[src/rtl/mux4_rr_arbiter_if.sv]
// mux4_rr_arbiter_if: request/grant bundle between four requesters and the
// round-robin arbiter that steers a shared 4-to-1 mux.
//   master - requester side: drives req, observes grant/sel/busy
//   slave  - arbiter side: observes req, drives grant/sel/busy
interface mux4_rr_arbiter_if;
    logic [3:0] req;
    logic [3:0] grant;
    logic [1:0] sel;
    logic       busy;

    modport master (
        output req,
        input  grant,
        input  sel,
        input  busy
    );

    modport slave (
        input  req,
        output grant,
        output sel,
        output busy
    );
endinterface

[src/rtl/mux4_rr_arbiter.sv]
// mux4_rr_arbiter: round-robin arbiter in front of a shared 4-to-1 mux.
// sel[1:0] drives the mux {s1,s0}; grant is one-hot (or zero when idle).
// Once a grant is issued, sel and grant stay frozen until the owner drops
// req. Every handoff passes through one dead cycle with grant=0 so the mux
// can settle before the next owner sees it.
// All outputs come straight from flops.
// Optional macro MUX4_ARB_TIMEOUT_EN: revokes a grant held for MAX_HOLD
// cycles while another requester waits.
module mux4_rr_arbiter #(
    parameter int MAX_HOLD = 16,
    parameter int CNT_W    = 8
) (
    input  logic                    clk,
    input  logic                    rst,
    mux4_rr_arbiter_if.slave        bus
);

    typedef enum logic {
        IDLE = 1'b0,
        BUSY = 1'b1
    } state_t;

    state_t     state_q, state_d;
    logic [1:0] ptr_q,   ptr_d;
    logic [3:0] grant_q, grant_d;
    logic [1:0] sel_q,   sel_d;
    logic       busy_q,  busy_d;

    logic       pick_valid;
    logic [1:0] pick_idx;
    logic [1:0] cand;

`ifdef MUX4_ARB_TIMEOUT_EN
    localparam logic [CNT_W-1:0] HOLD_LAST = CNT_W'(MAX_HOLD - 1);

    logic [CNT_W-1:0] hold_cnt_q, hold_cnt_d;
    logic             others_waiting;
`endif

    // Reject parameter combinations where the hold counter could wrap.
    generate
        if ((MAX_HOLD < 2) || (MAX_HOLD > 255) || ((2 ** CNT_W) <= MAX_HOLD)) begin : g_bad_params
            $error("mux4_rr_arbiter: MAX_HOLD must be 2..255 and fit in CNT_W bits");
        end
    endgenerate

    // Round-robin pick: first asserted req scanning ptr+1, ptr+2, ptr+3, ptr.
    always_comb begin
        pick_valid = 1'b0;
        pick_idx   = ptr_q;
        cand       = ptr_q;
        for (int i = 1; i <= 4; i++) begin
            cand = ptr_q + 2'(i);
            if (!pick_valid && bus.req[cand]) begin
                pick_valid = 1'b1;
                pick_idx   = cand;
            end
        end
    end

`ifdef MUX4_ARB_TIMEOUT_EN
    // Someone other than the current owner is asking for the mux.
    always_comb begin
        others_waiting = |(bus.req & ~grant_q);
    end
`endif

    // Next-state and next-output logic for the IDLE/BUSY controller.
    always_comb begin
        state_d = state_q;
        ptr_d   = ptr_q;
        grant_d = grant_q;
        sel_d   = sel_q;
        busy_d  = busy_q;
`ifdef MUX4_ARB_TIMEOUT_EN
        hold_cnt_d = hold_cnt_q;
`endif
        case (state_q)
            IDLE: begin
                if (pick_valid) begin
                    state_d = BUSY;
                    ptr_d   = pick_idx;
                    grant_d = 4'b0001 << pick_idx;
                    sel_d   = pick_idx;
                    busy_d  = 1'b1;
`ifdef MUX4_ARB_TIMEOUT_EN
                    hold_cnt_d = '0;
`endif
                end
            end
            BUSY: begin
                if (!bus.req[ptr_q]) begin
                    state_d = IDLE;
                    grant_d = 4'b0000;
                    busy_d  = 1'b0;
`ifdef MUX4_ARB_TIMEOUT_EN
                    hold_cnt_d = '0;
`endif
                end
`ifdef MUX4_ARB_TIMEOUT_EN
                else if ((hold_cnt_q == HOLD_LAST) && others_waiting) begin
                    // ptr stays on the revoked owner so it scans last next time.
                    state_d    = IDLE;
                    grant_d    = 4'b0000;
                    busy_d     = 1'b0;
                    hold_cnt_d = '0;
                end
                else if (hold_cnt_q != HOLD_LAST) begin
                    hold_cnt_d = hold_cnt_q + 1'b1;
                end
`endif
            end
        endcase
    end

    // State and output registers; reset clears the grant asynchronously.
    always_ff @(posedge clk or posedge rst) begin
        if (rst) begin
            state_q <= IDLE;
            ptr_q   <= 2'd3;
            grant_q <= 4'b0000;
            sel_q   <= 2'b00;
            busy_q  <= 1'b0;
`ifdef MUX4_ARB_TIMEOUT_EN
            hold_cnt_q <= '0;
`endif
        end else begin
            state_q <= state_d;
            ptr_q   <= ptr_d;
            grant_q <= grant_d;
            sel_q   <= sel_d;
            busy_q  <= busy_d;
`ifdef MUX4_ARB_TIMEOUT_EN
            hold_cnt_q <= hold_cnt_d;
`endif
        end
    end

    assign bus.grant = grant_q;
    assign bus.sel   = sel_q;
    assign bus.busy  = busy_q;

endmodule

[src/flat_wrapper.sv]
// flat-port wrapper written by rule: the top's interface ports become plain ports
module mux4_rr_arbiter_flat 
#(
    parameter int MAX_HOLD = 16,
    parameter int CNT_W    = 8
)
  (clk, rst, bus_req, bus_grant, bus_sel, bus_busy);
  mux4_rr_arbiter_if bus_i ();
  input  logic clk;
  input  logic rst;
  input wire logic [$bits(bus_i.req)-1:0] bus_req;
  output wire logic [$bits(bus_i.grant)-1:0] bus_grant;
  output wire logic [$bits(bus_i.sel)-1:0] bus_sel;
  output wire logic [$bits(bus_i.busy)-1:0] bus_busy;
  assign bus_i.req = bus_req;
  assign bus_grant = bus_i.grant;
  assign bus_sel = bus_i.sel;
  assign bus_busy = bus_i.busy;
  mux4_rr_arbiter #(.MAX_HOLD(MAX_HOLD), .CNT_W(CNT_W)) u_core (.clk(clk), .rst(rst), .bus(bus_i));
endmodule
[config.mk]
export PLATFORM = sky130hd
export DESIGN_NAME = mux4_rr_arbiter_flat
export DESIGN_NICKNAME = d
export VERILOG_FILES = /design/src/rtl/mux4_rr_arbiter_if.sv /design/src/rtl/mux4_rr_arbiter.sv /design/src/flat_wrapper.sv
export SDC_FILE = /design/constraint.sdc
export NUM_CORES = 1
export LEC_CHECK = 0
export ABC_AREA = 1
export CAP_MARGIN = 30
export CORE_ASPECT_RATIO = 1.75
export CORE_MARGIN = 2
export CORE_UTILIZATION = 30
export CTS_CLUSTER_SIZE = 20
export DETAILED_ROUTE_END_ITERATION = 7
export PLACE_DENSITY_LB_ADDON = 0.2
export SLEW_MARGIN = 25
export SYNTH_ARGS = -nofsm -noshare
export SYNTH_HDL_FRONTEND = slang
export SYNTH_SLANG_ARGS = --single-unit
[constraint.sdc]
create_clock -name clk -period 2.5 [get_ports clk]
set_clock_uncertainty 0.15 [all_clocks]
set_input_delay 0.5 -clock clk [delete_from_list [all_inputs] [get_ports clk]]
set_output_delay 0.5 -clock clk [all_outputs]
set_load 0.02 [all_outputs]
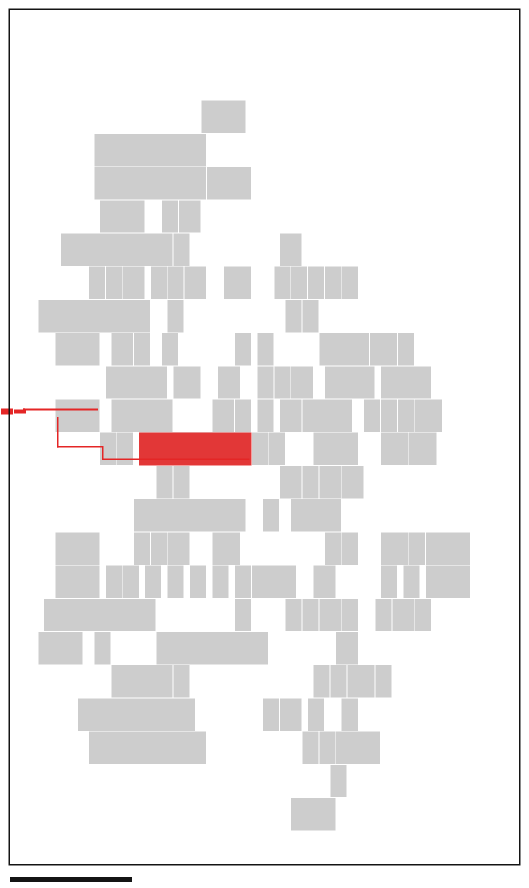
Figure 1: port wiring.
Scale bar: 10 microns.
| port | color | bits | direction | end cells | buffers | wire |
|---|---|---|---|---|---|---|
| `bus_busy` | red | 1 | output | 1 | 1 | 25.9 microns |

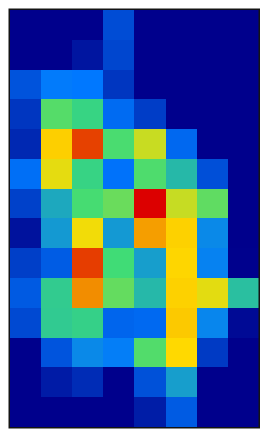
Figure 2: wiring heat map.
8 x 14 tiles, from dark blue (low) to red (high), scaled to the fullest tile. Values are wire area over tile area, all layers added.
fullest tile: 0.33
nearly empty tiles: 34%
emptiest ninth of the die: top right

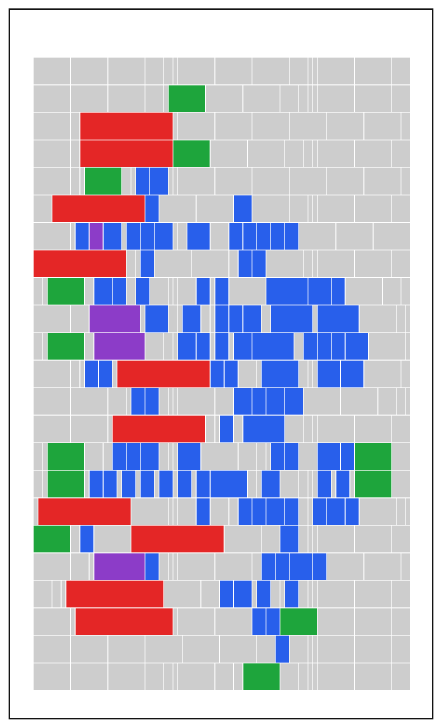
Figure 3: cells colored by class.
Fill, decap, tap and diode cells in gray.
| class | color | cells |
|---|---|---|
| remaining buffers and delay cells | green | 12 |
| remaining logic cells | blue | 98 |
| registers | red | 10 |
| clock drivers and dummy loads | purple | 4 |

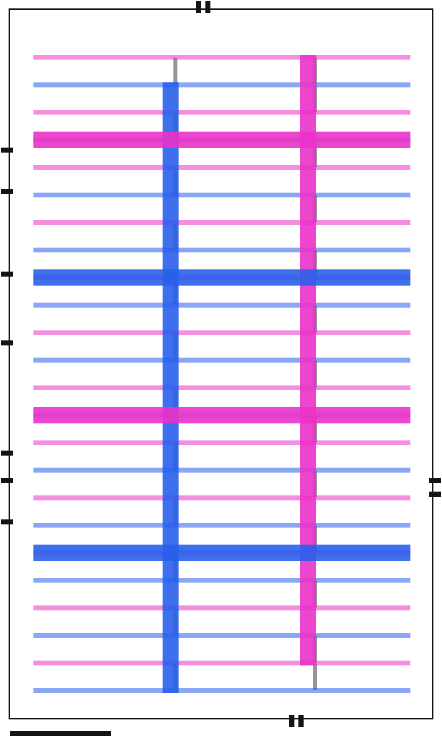
Figure 4: floorplan with the power grid.
Scale bar: 10 microns. Pins as bars on the die edge. Tap cells in gray.
| net | color |
|---|---|
| VDD | magenta |
| VSS | blue |
met4 straps: 2
met5 straps: 4
tap cells: 25

==> flow_metrics.env <==
# implementation run metrics
export IMPL_placement_rows=23
export IMPL_cts_hold_buffers_added=0
export IMPL_synthesis_nets=117
export IMPL_timing_hold_ws_ns=0.333
export IMPL_post_synth_mux_area_share=0
export IMPL_report_final_slew_viol_count=0
export IMPL_layout_cells_largest_class="multi-input combinational cells"
export IMPL_ys_sh_adder=0
export IMPL_cts_repair_resized_insts=0
export IMPL_path_class="reg -> reg"
export IMPL_layout_drive_gt1_share=0.194
export IMPL_vias=697
export IMPL_drtPass1Iterations=4
export IMPL_ys_sh_simple=0.534
export IMPL_seqAreaFraction=0.277
export IMPL_design_area_sq_um=912
export IMPL_n_antenna_cell=0
export IMPL_synth_cell_types=16
export IMPL_register_area_sq_um=253
export IMPL_log_warning_count=26
export IMPL_worst_path_buf_inv=2
export IMPL_comb_cell_power_mw=0.936
export IMPL_place_gp_congestion=0.793
export IMPL_clock_sinks=10
export IMPL_timing_final_hold_violations=0
export IMPL_fin_total_pwr_mw=1.42
export IMPL_outcome="finished, final reports clean"
export IMPL_critical_path_reg2reg_endpoint="u_core.bus.sel[1]"
export IMPL_grtUsageTotal=0.126
